## config.mk

```make
export PLATFORM = sky130hd
export DESIGN_NAME = uart_dbg_bridge_flat
export DESIGN_NICKNAME = d
export VERILOG_FILES = /design/src/rtl/uart_dbg_bridge_if.sv /design/src/rtl/uart_dbg_bridge.sv /design/src/flat_wrapper.sv
export SDC_FILE = /design/constraint.sdc
export NUM_CORES = 1
export LEC_CHECK = 0
export CAP_MARGIN = 15
export CORE_AREA = 3 3 141 143
export DETAILED_ROUTE_END_ITERATION = 6
export DIE_AREA = 0 0 144 146
export PLACE_DENSITY = 0.79
export SETUP_SLACK_MARGIN = 0.2
export SYNTH_ARGS = -nofsm -noshare
export SYNTH_HDL_FRONTEND = slang
export SYNTH_SLANG_ARGS = --single-unit
```

## constraint.sdc

```tcl
create_clock -name clk -period 3.7 [get_ports clk]
set_input_delay 0.925 -clock clk [delete_from_list [all_inputs] [get_ports clk]]
set_output_delay 0.925 -clock clk [all_outputs]
set_load 0.02 [all_outputs]
```

## src/rtl/uart_dbg_bridge_if.sv

```systemverilog
// Debug command bus between the UART bridge (master) and the debug module (slave).
interface uart_dbg_bridge_if;
    logic [7:0]  dbg_cmd_o;
    logic [31:0] dbg_addr_o;
    logic [31:0] dbg_data_o;
    logic [31:0] dbg_data_i;
    logic        dbg_ready_i;

    modport master (
        output dbg_cmd_o, dbg_addr_o, dbg_data_o,
        input  dbg_data_i, dbg_ready_i
    );

    modport slave (
        input  dbg_cmd_o, dbg_addr_o, dbg_data_o,
        output dbg_data_i, dbg_ready_i
    );
endinterface

```

## src/rtl/uart_dbg_bridge.sv

```systemverilog
// UART-to-debug-bus bridge: decodes 9-byte command frames from RX, issues them on the
// debug bus, and returns the 32-bit read data over TX as four 8N1 bytes.
module uart_dbg_bridge #(
    parameter int CLK_FREQ       = 100000000,
    parameter int BAUD           = 115200,
    parameter int TIMEOUT_CYCLES = 1000000
) (
    input  logic              clk,
    input  logic              rstn_i,
    input  logic              uart_rx_i,
    output logic              uart_tx_o,
    uart_dbg_bridge_if.master dbg,
    output logic              busy_o,
    output logic              frame_err_o
);
    localparam int CPB  = CLK_FREQ / BAUD;
    localparam int HALF = CPB / 2;
    localparam int CW   = $clog2(CPB);
    localparam int TW   = $clog2(TIMEOUT_CYCLES + 1);

    typedef enum logic [1:0] {R_IDLE, R_START, R_DATA, R_STOP} rx_state_t;
    typedef enum logic [2:0] {S_CMD, S_ADDR, S_DATA, S_ISSUE, S_WAIT, S_RESP} fr_state_t;

    logic            rx_s1, rx_s2, rx_prev;
    rx_state_t       rx_state, rx_next;
    logic [CW-1:0]   rx_cnt;
    logic [2:0]      rx_bit;
    logic [7:0]      rx_shift;
    logic            rx_tick, rx_valid, rx_err;

    fr_state_t       fr_state, fr_next;
    logic [1:0]      byte_cnt;
    logic [7:0]      cmd_q;
    logic [31:0]     addr_q, data_q, resp_q;
    logic            blank_q;
    logic [TW-1:0]   idle_cnt;
    logic            timeout;
    logic [8:0]      tx_sh;
    logic [CW-1:0]   tx_cnt;
    logic [3:0]      tx_bit;
    logic [1:0]      tx_idx;
    logic            bit_end, tx_last;

    // The start bit is checked at half a bit time, every later sample a full bit apart.
    always_comb begin
        rx_tick  = (rx_state == R_START) ? (rx_cnt == CW'(HALF - 1)) : (rx_cnt == CW'(CPB - 1));
        rx_next  = rx_state;
        rx_valid = 1'b0;
        rx_err   = 1'b0;
        case (rx_state)
            R_IDLE:  if (rx_prev && !rx_s2) rx_next = R_START;
            R_START: if (rx_tick) rx_next = rx_s2 ? R_IDLE : R_DATA;
            R_DATA:  if (rx_tick && rx_bit == 3'd7) rx_next = R_STOP;
            R_STOP: begin
                if (rx_tick) begin
                    rx_next  = R_IDLE;
                    rx_valid = rx_s2;
                    rx_err   = !rx_s2;
                end
            end
            default: rx_next = R_IDLE;
        endcase
    end

    always_ff @(posedge clk or negedge rstn_i) begin
        if (!rstn_i) begin
            rx_s1    <= 1'b1;
            rx_s2    <= 1'b1;
            rx_prev  <= 1'b1;
            rx_state <= R_IDLE;
            rx_cnt   <= '0;
            rx_bit   <= '0;
            rx_shift <= '0;
        end else begin
            rx_s1    <= uart_rx_i;
            rx_s2    <= rx_s1;
            rx_prev  <= rx_s2;
            rx_state <= rx_next;
            rx_cnt   <= (rx_state == R_IDLE || rx_tick) ? '0 : rx_cnt + 1'b1;
            if (rx_state == R_DATA && rx_tick) begin
                rx_shift <= {rx_s2, rx_shift[7:1]};
                rx_bit   <= rx_bit + 1'b1;
            end
        end
    end

    // A completed byte takes priority over an expiring inter-byte timeout.
    always_comb begin
        bit_end = (tx_cnt == CW'(CPB - 1));
        tx_last = bit_end && (tx_bit == 4'd9) && (tx_idx == 2'd3);
        timeout = 1'b0;
        fr_next = fr_state;
        case (fr_state)
            S_CMD: if (rx_valid && rx_shift != 8'h00) fr_next = S_ADDR;
            S_ADDR, S_DATA: begin
                if (rx_err) begin
                    fr_next = S_CMD;
                end else if (rx_valid) begin
                    if (byte_cnt == 2'd3) fr_next = (fr_state == S_ADDR) ? S_DATA : S_ISSUE;
                end else if (idle_cnt == TW'(TIMEOUT_CYCLES - 1)) begin
                    timeout = 1'b1;
                    fr_next = S_CMD;
                end
            end
            S_ISSUE: fr_next = S_WAIT;
            S_WAIT:  if (!blank_q && dbg.dbg_ready_i) fr_next = S_RESP;
            S_RESP:  if (tx_last) fr_next = S_CMD;
            default: fr_next = S_CMD;
        endcase
    end

    always_ff @(posedge clk or negedge rstn_i) begin
        if (!rstn_i) begin
            fr_state       <= S_CMD;
            frame_err_o    <= 1'b0;
            blank_q        <= 1'b0;
            idle_cnt       <= '0;
            byte_cnt       <= '0;
            cmd_q          <= '0;
            addr_q         <= '0;
            data_q         <= '0;
            resp_q         <= '0;
            dbg.dbg_cmd_o  <= '0;
            dbg.dbg_addr_o <= '0;
            dbg.dbg_data_o <= '0;
            busy_o         <= 1'b0;
            uart_tx_o      <= 1'b1;
            tx_sh          <= '1;
            tx_cnt         <= '0;
            tx_bit         <= '0;
            tx_idx         <= '0;
        end else begin
            fr_state    <= fr_next;
            frame_err_o <= rx_err || timeout;
            blank_q     <= (fr_state == S_ISSUE);
            idle_cnt    <= ((fr_state == S_ADDR || fr_state == S_DATA) && !rx_valid) ?
                           idle_cnt + 1'b1 : '0;
            if (fr_state == S_CMD) byte_cnt <= '0;
            else if (rx_valid)     byte_cnt <= byte_cnt + 1'b1;
            if (rx_valid) begin
                case (fr_state)
                    S_CMD:   cmd_q  <= rx_shift;
                    S_ADDR:  addr_q <= {addr_q[23:0], rx_shift};
                    S_DATA:  data_q <= {data_q[23:0], rx_shift};
                    default: ;
                endcase
            end
            // The last data byte bypasses data_q so the bus is valid during S_ISSUE.
            if (fr_state == S_DATA && fr_next == S_ISSUE) begin
                dbg.dbg_cmd_o  <= cmd_q;
                dbg.dbg_addr_o <= addr_q;
                dbg.dbg_data_o <= {data_q[23:0], rx_shift};
                busy_o         <= 1'b1;
            end
            if (fr_state == S_WAIT && fr_next == S_RESP) begin
                dbg.dbg_cmd_o <= '0;
                resp_q        <= {dbg.dbg_data_i[23:0], 8'h00};
                tx_sh         <= {1'b1, dbg.dbg_data_i[31:24]};
                uart_tx_o     <= 1'b0;
                tx_cnt        <= '0;
                tx_bit        <= '0;
                tx_idx        <= '0;
            end
            if (fr_state == S_RESP) begin
                tx_cnt <= bit_end ? '0 : tx_cnt + 1'b1;
                if (bit_end) begin
                    if (tx_bit == 4'd9) begin
                        tx_bit <= '0;
                        tx_idx <= tx_idx + 1'b1;
                        if (tx_last) begin
                            uart_tx_o <= 1'b1;
                            busy_o    <= 1'b0;
                        end else begin
                            uart_tx_o <= 1'b0;
                            tx_sh     <= {1'b1, resp_q[31:24]};
                            resp_q    <= {resp_q[23:0], 8'h00};
                        end
                    end else begin
                        tx_bit    <= tx_bit + 1'b1;
                        uart_tx_o <= tx_sh[0];
                        tx_sh     <= {1'b1, tx_sh[8:1]};
                    end
                end
            end
        end
    end
endmodule

```

## src/flat_wrapper.sv

```systemverilog
// flat-port wrapper written by rule: the top's interface ports become plain ports
module uart_dbg_bridge_flat 
#(
    parameter int CLK_FREQ       = 100000000,
    parameter int BAUD           = 115200,
    parameter int TIMEOUT_CYCLES = 1000000
)
  (clk, rstn_i, uart_rx_i, uart_tx_o, busy_o, frame_err_o, dbg_dbg_cmd_o, dbg_dbg_addr_o, dbg_dbg_data_o, dbg_dbg_data_i, dbg_dbg_ready_i);
  uart_dbg_bridge_if dbg_i ();
  input  logic clk;
  input  logic rstn_i;
  input  logic uart_rx_i;
  output logic uart_tx_o;
  output logic busy_o;
  output logic frame_err_o;
  output wire logic [$bits(dbg_i.dbg_cmd_o)-1:0] dbg_dbg_cmd_o;
  output wire logic [$bits(dbg_i.dbg_addr_o)-1:0] dbg_dbg_addr_o;
  output wire logic [$bits(dbg_i.dbg_data_o)-1:0] dbg_dbg_data_o;
  input wire logic [$bits(dbg_i.dbg_data_i)-1:0] dbg_dbg_data_i;
  input wire logic [$bits(dbg_i.dbg_ready_i)-1:0] dbg_dbg_ready_i;
  assign dbg_dbg_cmd_o = dbg_i.dbg_cmd_o;
  assign dbg_dbg_addr_o = dbg_i.dbg_addr_o;
  assign dbg_dbg_data_o = dbg_i.dbg_data_o;
  assign dbg_i.dbg_data_i = dbg_dbg_data_i;
  assign dbg_i.dbg_ready_i = dbg_dbg_ready_i;
  uart_dbg_bridge #(.CLK_FREQ(CLK_FREQ), .BAUD(BAUD), .TIMEOUT_CYCLES(TIMEOUT_CYCLES)) u_core (.clk(clk), .rstn_i(rstn_i), .uart_rx_i(uart_rx_i), .uart_tx_o(uart_tx_o), .dbg(dbg_i), .busy_o(busy_o), .frame_err_o(frame_err_o));
endmodule
```

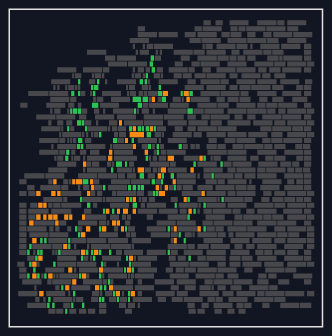
**Above:** run 1 (selected gate families).
[orange] inverting AOI/OAI gates | cells: 82 | most used: a31oi_1
[green] NAND gates | cells: 139 | most used: nand2_1
Finished Layout Cells: 1214
proportion of cell area occupied by multi-input gates: 32.1%
most common logic cell in the routed design: dfrtp_1

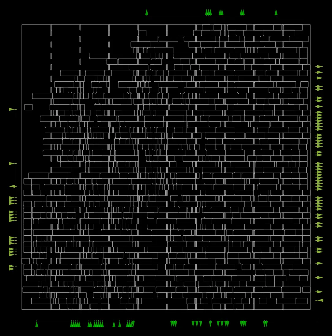
**Above:** run 1 (cell outlines without signal wires).
utilization after layout: 68.2%
number of sequential storage elements: 248
well-tap cell count: 234
row count: 50

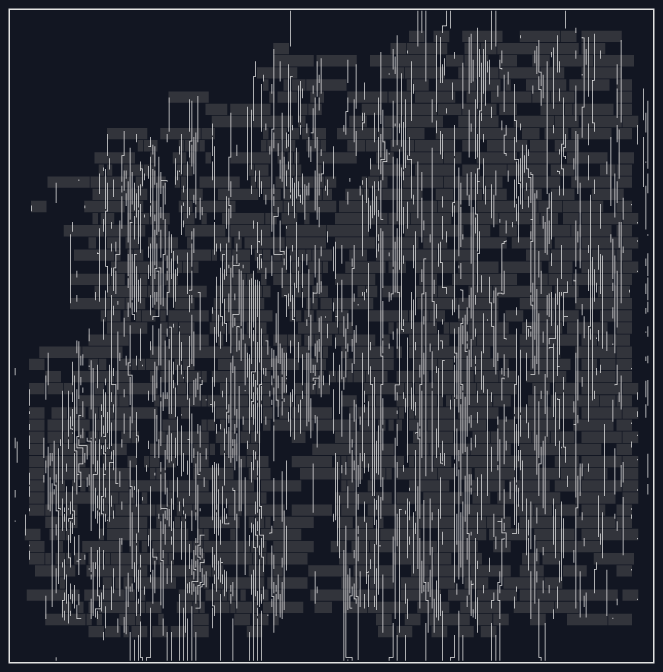
**Above:** run 1 (M2 wires).
longest straight run: 43.0 um
share of all routed wire: 47%
nets with wire on the layer: 853
wirelength, routed: 20300 um
met2 usage: 30.9%
number of vias in the routed layout: 6667

==> results_slide.txt, run 1 <==
Flow Results at a Glance

Status
  – Outcome: completed

Drt
  – Length of routed met3 wiring: about 760 um
  – 1st-iter DRT viols: about 450
  – Remaining design rule violation count: 0
  – DR WL/cell: roughly 17 um
  – Uppermost layer routed: met4
  – Antenna viol nets, final: 0
  – Wire length on met2: about 9600 um
  – Routed metal-1 wirelength: about 9500 um
  – First drt pass iteration count: 4

Power
  – Sequential cell power: between 2 and 3 mW
  – Switching power of the nets: 1.15 mW
  – Combinational group power: between 0.15 and 0.2 mW
  – Proportion of total power due to net switching: 20.9%
  – Highest-power group: sequential cells
  – Clock network power consumption: approximately 2.5 mW
  – Sequential fraction of design power: 50.8%
  – Clock network power share: 46.0%

Setup path
  – Depth of the worst register-to-register path: 7
  – Critical Path Source Type: flop
  – Arrival time reported for the critical path endpoint: about 3.3 ns
  – Launch point of the worst path: u_core.idle_cnt[6]
  – Endpoint of the most critical register-to-register path: u_core.dbg.dbg_addr_o[0]
  – Cell with the largest stage delay on the worst path: or4_1
  – Worst R2R Setup Slack: between 0.8 and 0.9 ns
  – Path type of the worst setup path: flop to flop
  – Worst-path fanout max: 29
  – Last element of the critical path: u_core.dbg.dbg_addr_o[0]
  – CP cell instances: or4_1, or4_1, or3_4, and4_4, a21boi_4, buf_12, mux2_1
  – Critical path capture point type: flop

Die
  – Die height: around 150 um
  – Number of primary I/O pins: between 100 and 150
  – CORE AREA: around 19000 sq um
  – Area of the die: approximately 21000 sq um

Clock tree
  – Insertion delay at the late pin of the worst-skew pair: 0.53 ns
  – Clk buf depth: 3
  – Post-CTS clock slew at the launch and capture registers of the worst setup and hold paths: approximately 0.060 ns
  – Number of post-CTS setup repair buffers: 0
  – Number of clock sinks: about 250
  – Root Buffer Master: clkbuf_16

Global routing
  – Met3 Resource Use GR: roughly 3.0%
  – Highest-utilization routing layer at the global route stage: met2
  – Wire length of the first global-routing pass: about 34000 um
  – Grt met1 use: around 28%
  – Largest net degree at the start of global routing: 87
  – Residual overflow from global routing: 0

Placement
  – # port buffers: around 110
  – DP Wirelength: around 13000 um
  – Count of placed standard cells including taps: between 1k and 1.5k

Yosys
  – Xor/xnor share of the synthesized area: under 10%
  – Synth Area in Adders: less than 1%
  – Flop and latch count out of synthesis: approximately 250
  – Synthesized area per cell: around 13 sq um
  – Number of nets at floorplan: about 900
  – Largest family of logic cells by area: multiplexers
  – Synth top cells by count: dfrtp_1 (235), nand2_1 (101), nor2_1 (75)
  – Cell Area, Synth: 10600 sq um
  – Most repeated cell in the gate-level netlist after synthesis: dfrtp_1
  – Fraction of post-synthesis cell area in the top cell type by area: a little under three fifths
  – Async S/R FF share, synth: 100%
  – Number of enable-type register cells in the synthesized netlist: 0
  – Sequential cell area fraction in the yosys report: ~58%

STA
  – Final cycle utilization of the critical path: ~78%
  – Min Tclk post-route: approximately 2.9 ns
  – Max transition margin: between 30% and 40%
  – Final hold vios: 0
  – Highest attainable clock frequency: 0.348 GHz
  – RSZ-0062 raised after global routing: no
  – Final max-slew violation count: 0
  – Worst Max-Slew Pin Slew: 0.918 ns

Layout
  – Nets: about 1k
  – Fillcell total: approximately 1.4k
  – Commonest cells after routing, fill and taps aside: dfrtp_1 (235), clkdlybuf4s50_1 (109), nand2_1 (101), nor2_1 (75), mux2_2 (67)
  – Share of post-route cells with drive strength above 1: approximately a fifth

Job
  – Max-cap violations: 0
  – Tool warnings: 26

Worst hold path
  – Worst min-delay path category: input port to asynchronous set/reset pin
==> run 1: worst max-delay path, delay by kind of cell, from the launching register on <==
family          cells  cell delay, ns
compound gates      1            0.16
buf+inv             1            0.19
mux                 1            0.34
flops               1            0.43
simple gates        4            1.60
==> run 1: flip-flops by register name, summed over array words and instances, names as in the netlist, 3 cells and up, named ones only <==
| register | flops |
|---|---|
| u_core.dbg.dbg_cmd_o | 8 |
| u_core.tx_sh | 9 |
| u_core.rx_cnt | 10 |
| u_core.tx_bit | 4 |
| u_core.resp_q | 32 |
| u_core.tx_cnt | 10 |
| u_core.rx_bit | 3 |
| u_core.rx_shift | 8 |
| u_core.data_q | 24 |
| u_core.cmd_q | 8 |
| u_core.dbg.dbg_data_o | 32 |
| u_core.dbg.dbg_addr_o | 32 |
| u_core.addr_q | 32 |
| u_core.fr_state | 3 |
| u_core.idle_cnt | 20 |
==> run 1: layout make-up <==
type | count | area (sq um) | share of cell area (%)
well taps | 234 | 293 | 2.29
flip-flops and latches | 248 | 6220 | 48.8
clock buffers | 39 | 748 | 5.86
multi-input cells | 550 | 4100 | 32.1
clock inverters | 6 | 95.1 | 0.745
inverters | 14 | 52.6 | 0.412
repair buffers | 123 | 1250 | 9.83
==> run 1: metrics by stage <==
stage	setup slack (ns)	cell area [sq um]	power, mW
floorplan	0.898	10600	2.92
global placement	0.851	11900	3.03
detailed placement	0.798	11900	3.04
CTS	0.828	12800	5.59
global route	0.759	12800	5.72
finish	0.827	12800	5.52
==> run 1: logic make-up after synthesis <==
logic type	count (synthesis)
and+or+nand+nor	273
DFF	248
muxes	148
AOI/OAI and AO/OA	89
buffers and inverters	53
xor gates and xnor gates	33
adders and majority gates	7
--- run 2 (diff from run 1) ---
==> constraint.sdc (replaced) <==
create_clock -name clk -period 2.85 [get_ports clk]
set_input_delay 0.7125 -clock clk [delete_from_list [all_inputs] [get_ports clk]]
set_output_delay 0.7125 -clock clk [all_outputs]
set_load 0.02 [all_outputs]
==> results_slide.txt, run 2 <==
Flow Results at a Glance

Die
  – Area of the die: 21000 sq um (unchanged)
  – Die height: 146 um (unchanged)
  – Number of primary I/O pins: 111 (unchanged)

Setup path
  – Depth of the worst register-to-register path: 7 (unchanged)
  – Critical path depth: 7 (unchanged)
  – Worst-path fanout max: 32 (+10%)
  – Top Family by Delay on Critical Path: simple AND/OR/NAND/NOR gates
  – Arrival time reported for the critical path endpoint: 3.21 ns (-0.07 ns)
  – Cell with the largest stage delay on the worst path: or4_4
  – Path type of the worst setup path: flop to flop
  – Critical Path Source Type: flop
  – Critical path capture point type: flop
  – Worst path buffer plus inverter count: 1 (unchanged)

Clock tree
  – Clk buf depth: 3 (unchanged)
  – Insertion delay at the late pin of the worst-skew pair: 0.53 ns (about the same)
  – Root Buffer Master: clkbuf_16

STA
  – RSZ-0062 raised after global routing: yes
  – Highest attainable clock frequency: 0.357 GHz (+2.5%)
  – Min Tclk post-route: 2.80 ns (-0.0695 ns)
  – Final cycle utilization of the critical path: 98.4% (+21 points)
  – Final hold vios: 0 (unchanged)
  – Max transition margin: 52.7% (+14 points)

Yosys
  – Synth Area in Adders: 0.823% (unchanged)
  – Async S/R FF share, synth: 100% (unchanged)
  – Fraction of post-synthesis cell area in the top cell type by area: 55.3% (unchanged)
  – Flop and latch count out of synthesis: 248 (unchanged)
  – Number of nets at floorplan: 894 (unchanged)
  – Largest family of logic cells by area: multiplexers
  – Number of enable-type register cells in the synthesized netlist: 0 (unchanged)
  – Sequential cell area fraction in the yosys report: 58.5% (unchanged)
  – Xor/xnor share of the synthesized area: 2.72% (unchanged)

Drt
  – Wirelength, routed: 20500 um (+0.92%)
  – Remaining design rule violation count: 0 (unchanged)
  – 1st-iter DRT viols: 363 (-19%)
  – DR WL/cell: 16.6 um (-0.95%)
  – Antenna viol nets, final: 0 (unchanged)

Placement
  – Area of placed instances: 12100 sq um (+1.3%)
  – DP Wirelength: 13400 um (+2.2%)
  – Count of placed standard cells including taps: 1188 (+1.6%)
  – # port buffers: 110 (unchanged)

Layout
  – Commonest cells after routing, fill and taps aside: dfrtp_1 (235), clkdlybuf4s50_1 (109), nand2_1 (101), nor2_1 (75), mux2_2 (67)
  – Most common logic cell in the routed design: dfrtp_1
  – Post-route cell area: 13000 sq um (+2.2%)
  – Share of post-route cells with drive strength above 1: 22.8% (+2.3 points)
  – Nets: 1027 (+2.2%)

Job
  – Max-cap violations: 0 (unchanged)
  – Tool warnings: 29 (+12%)

Power
  – Sequential cell power: 3.62 mW (+29%)
  – Switching power of the nets: 1.51 mW (+31%)
  – Highest-power group: sequential cells
  – Clock network power share: 47.1% (+1.1 points)
  – Proportion of total power due to net switching: 20.4% (-0.42 points)
  – Combinational group power: 0.292 mW (+63%)
  – Clock network power consumption: 3.49 mW (+37%)
  – Total power consumption of the routed design: 7.40 mW (+34%)

Worst hold path
  – Worst min-delay path category: input port to asynchronous set/reset pin

Global routing
  – Wire length of the first global-routing pass: 34400 um (+0.73%)
  – Largest net degree at the start of global routing: 59 (-32%)
  – Residual overflow from global routing: 0 (unchanged)

Status
  – Outcome: completed
-- run 2: cell count changes in the layout (fill, tap and decap cells not counted), sizes merged --
cell	delta
clkbuf	+1
clkinv	-1
bufinv	+2
buf	+21
-- run 2: kinds of logic (layout without fill, tap and decap cells) --
logic type               count (synthesis)  after routing
AND-OR/OR-AND                           89             89
XOR/XNOR                                33             33
adder cells (fa/ha/maj)                  7              7
buffers and inverters                   53            205
AND/OR/NAND/NOR                        273            273
multiplexers                           148            148
flip-flops                             248            248
-- run 2: repair_timing --
action	in CTS	in global routing
endpoints found under the setup margin	67	95
gates cloned	0	1
setup buffers	0	2
gates resized	0	7
-- run 2: path summary, 6_finish.rpt --
| check | slack, ns | from | to |
|---|---|---|---|
| setup / recovery | 0.05 | u_core.idle_cnt[8] | u_core.dbg.dbg_data_o[2] |
| hold / removal | 0.10 | rstn_i | u_core.dbg.dbg_addr_o[25] |
| setup reg to reg | 0.05 | u_core.idle_cnt[8] | u_core.dbg.dbg_data_o[2] |
| hold reg to reg | 0.37 | u_core.rx_s1 | u_core.rx_s2 |
| max in group asynchronous | 2.00 | rstn_i | u_core.data_q[16] |
| min in group clk | 0.37 | u_core.rx_s1 | u_core.rx_s2 |
-- run 2: layout make-up --
| class | instances | area [sq um] | area share, % |
|---|---|---|---|
| Clock buffer | 39 | 748 | 5.74 |
| Clock inverter | 7 | 150 | 1.15 |
| Sequential cell | 248 | 6220 | 47.7 |
| Tap cell | 234 | 293 | 2.25 |
| Multi-Input combinational cell | 550 | 4120 | 31.6 |
| Timing Repair Buffer | 145 | 1460 | 11.2 |
| Inverter | 14 | 52.6 | 0.403 |
-- run 2: metal layers --
metal	GRT usage [%]	vias up	wire, um
li1	-	3228	-
met2	32.7	139	10100
met5	0	-	0
met1	28.0	3396	9400
met4	3.77	0	320
met3	2.79	30	748
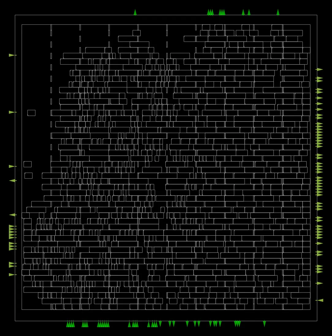
**Above:** run 2 (cell outlines without signal wires).
sequential fraction of total cell area: 47.7%
fillcell total: 1288
utilization after layout: 69.7%
CORE AREA: 18700 sq um
Finished Layout Cells: 1237

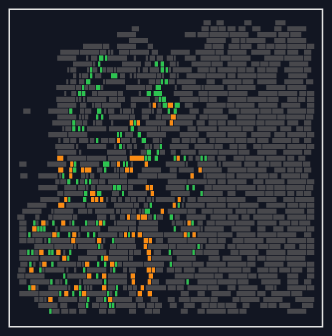
**Above:** run 2 (selected gate families).
[green] NAND gates | cells: 139 | most used: nand2_1
[orange] inverting AOI/OAI gates | cells: 82 | most used: a31oi_1
proportion of cell area occupied by multi-input gates: 31.6%

Power and IR drop assume default switching activity.
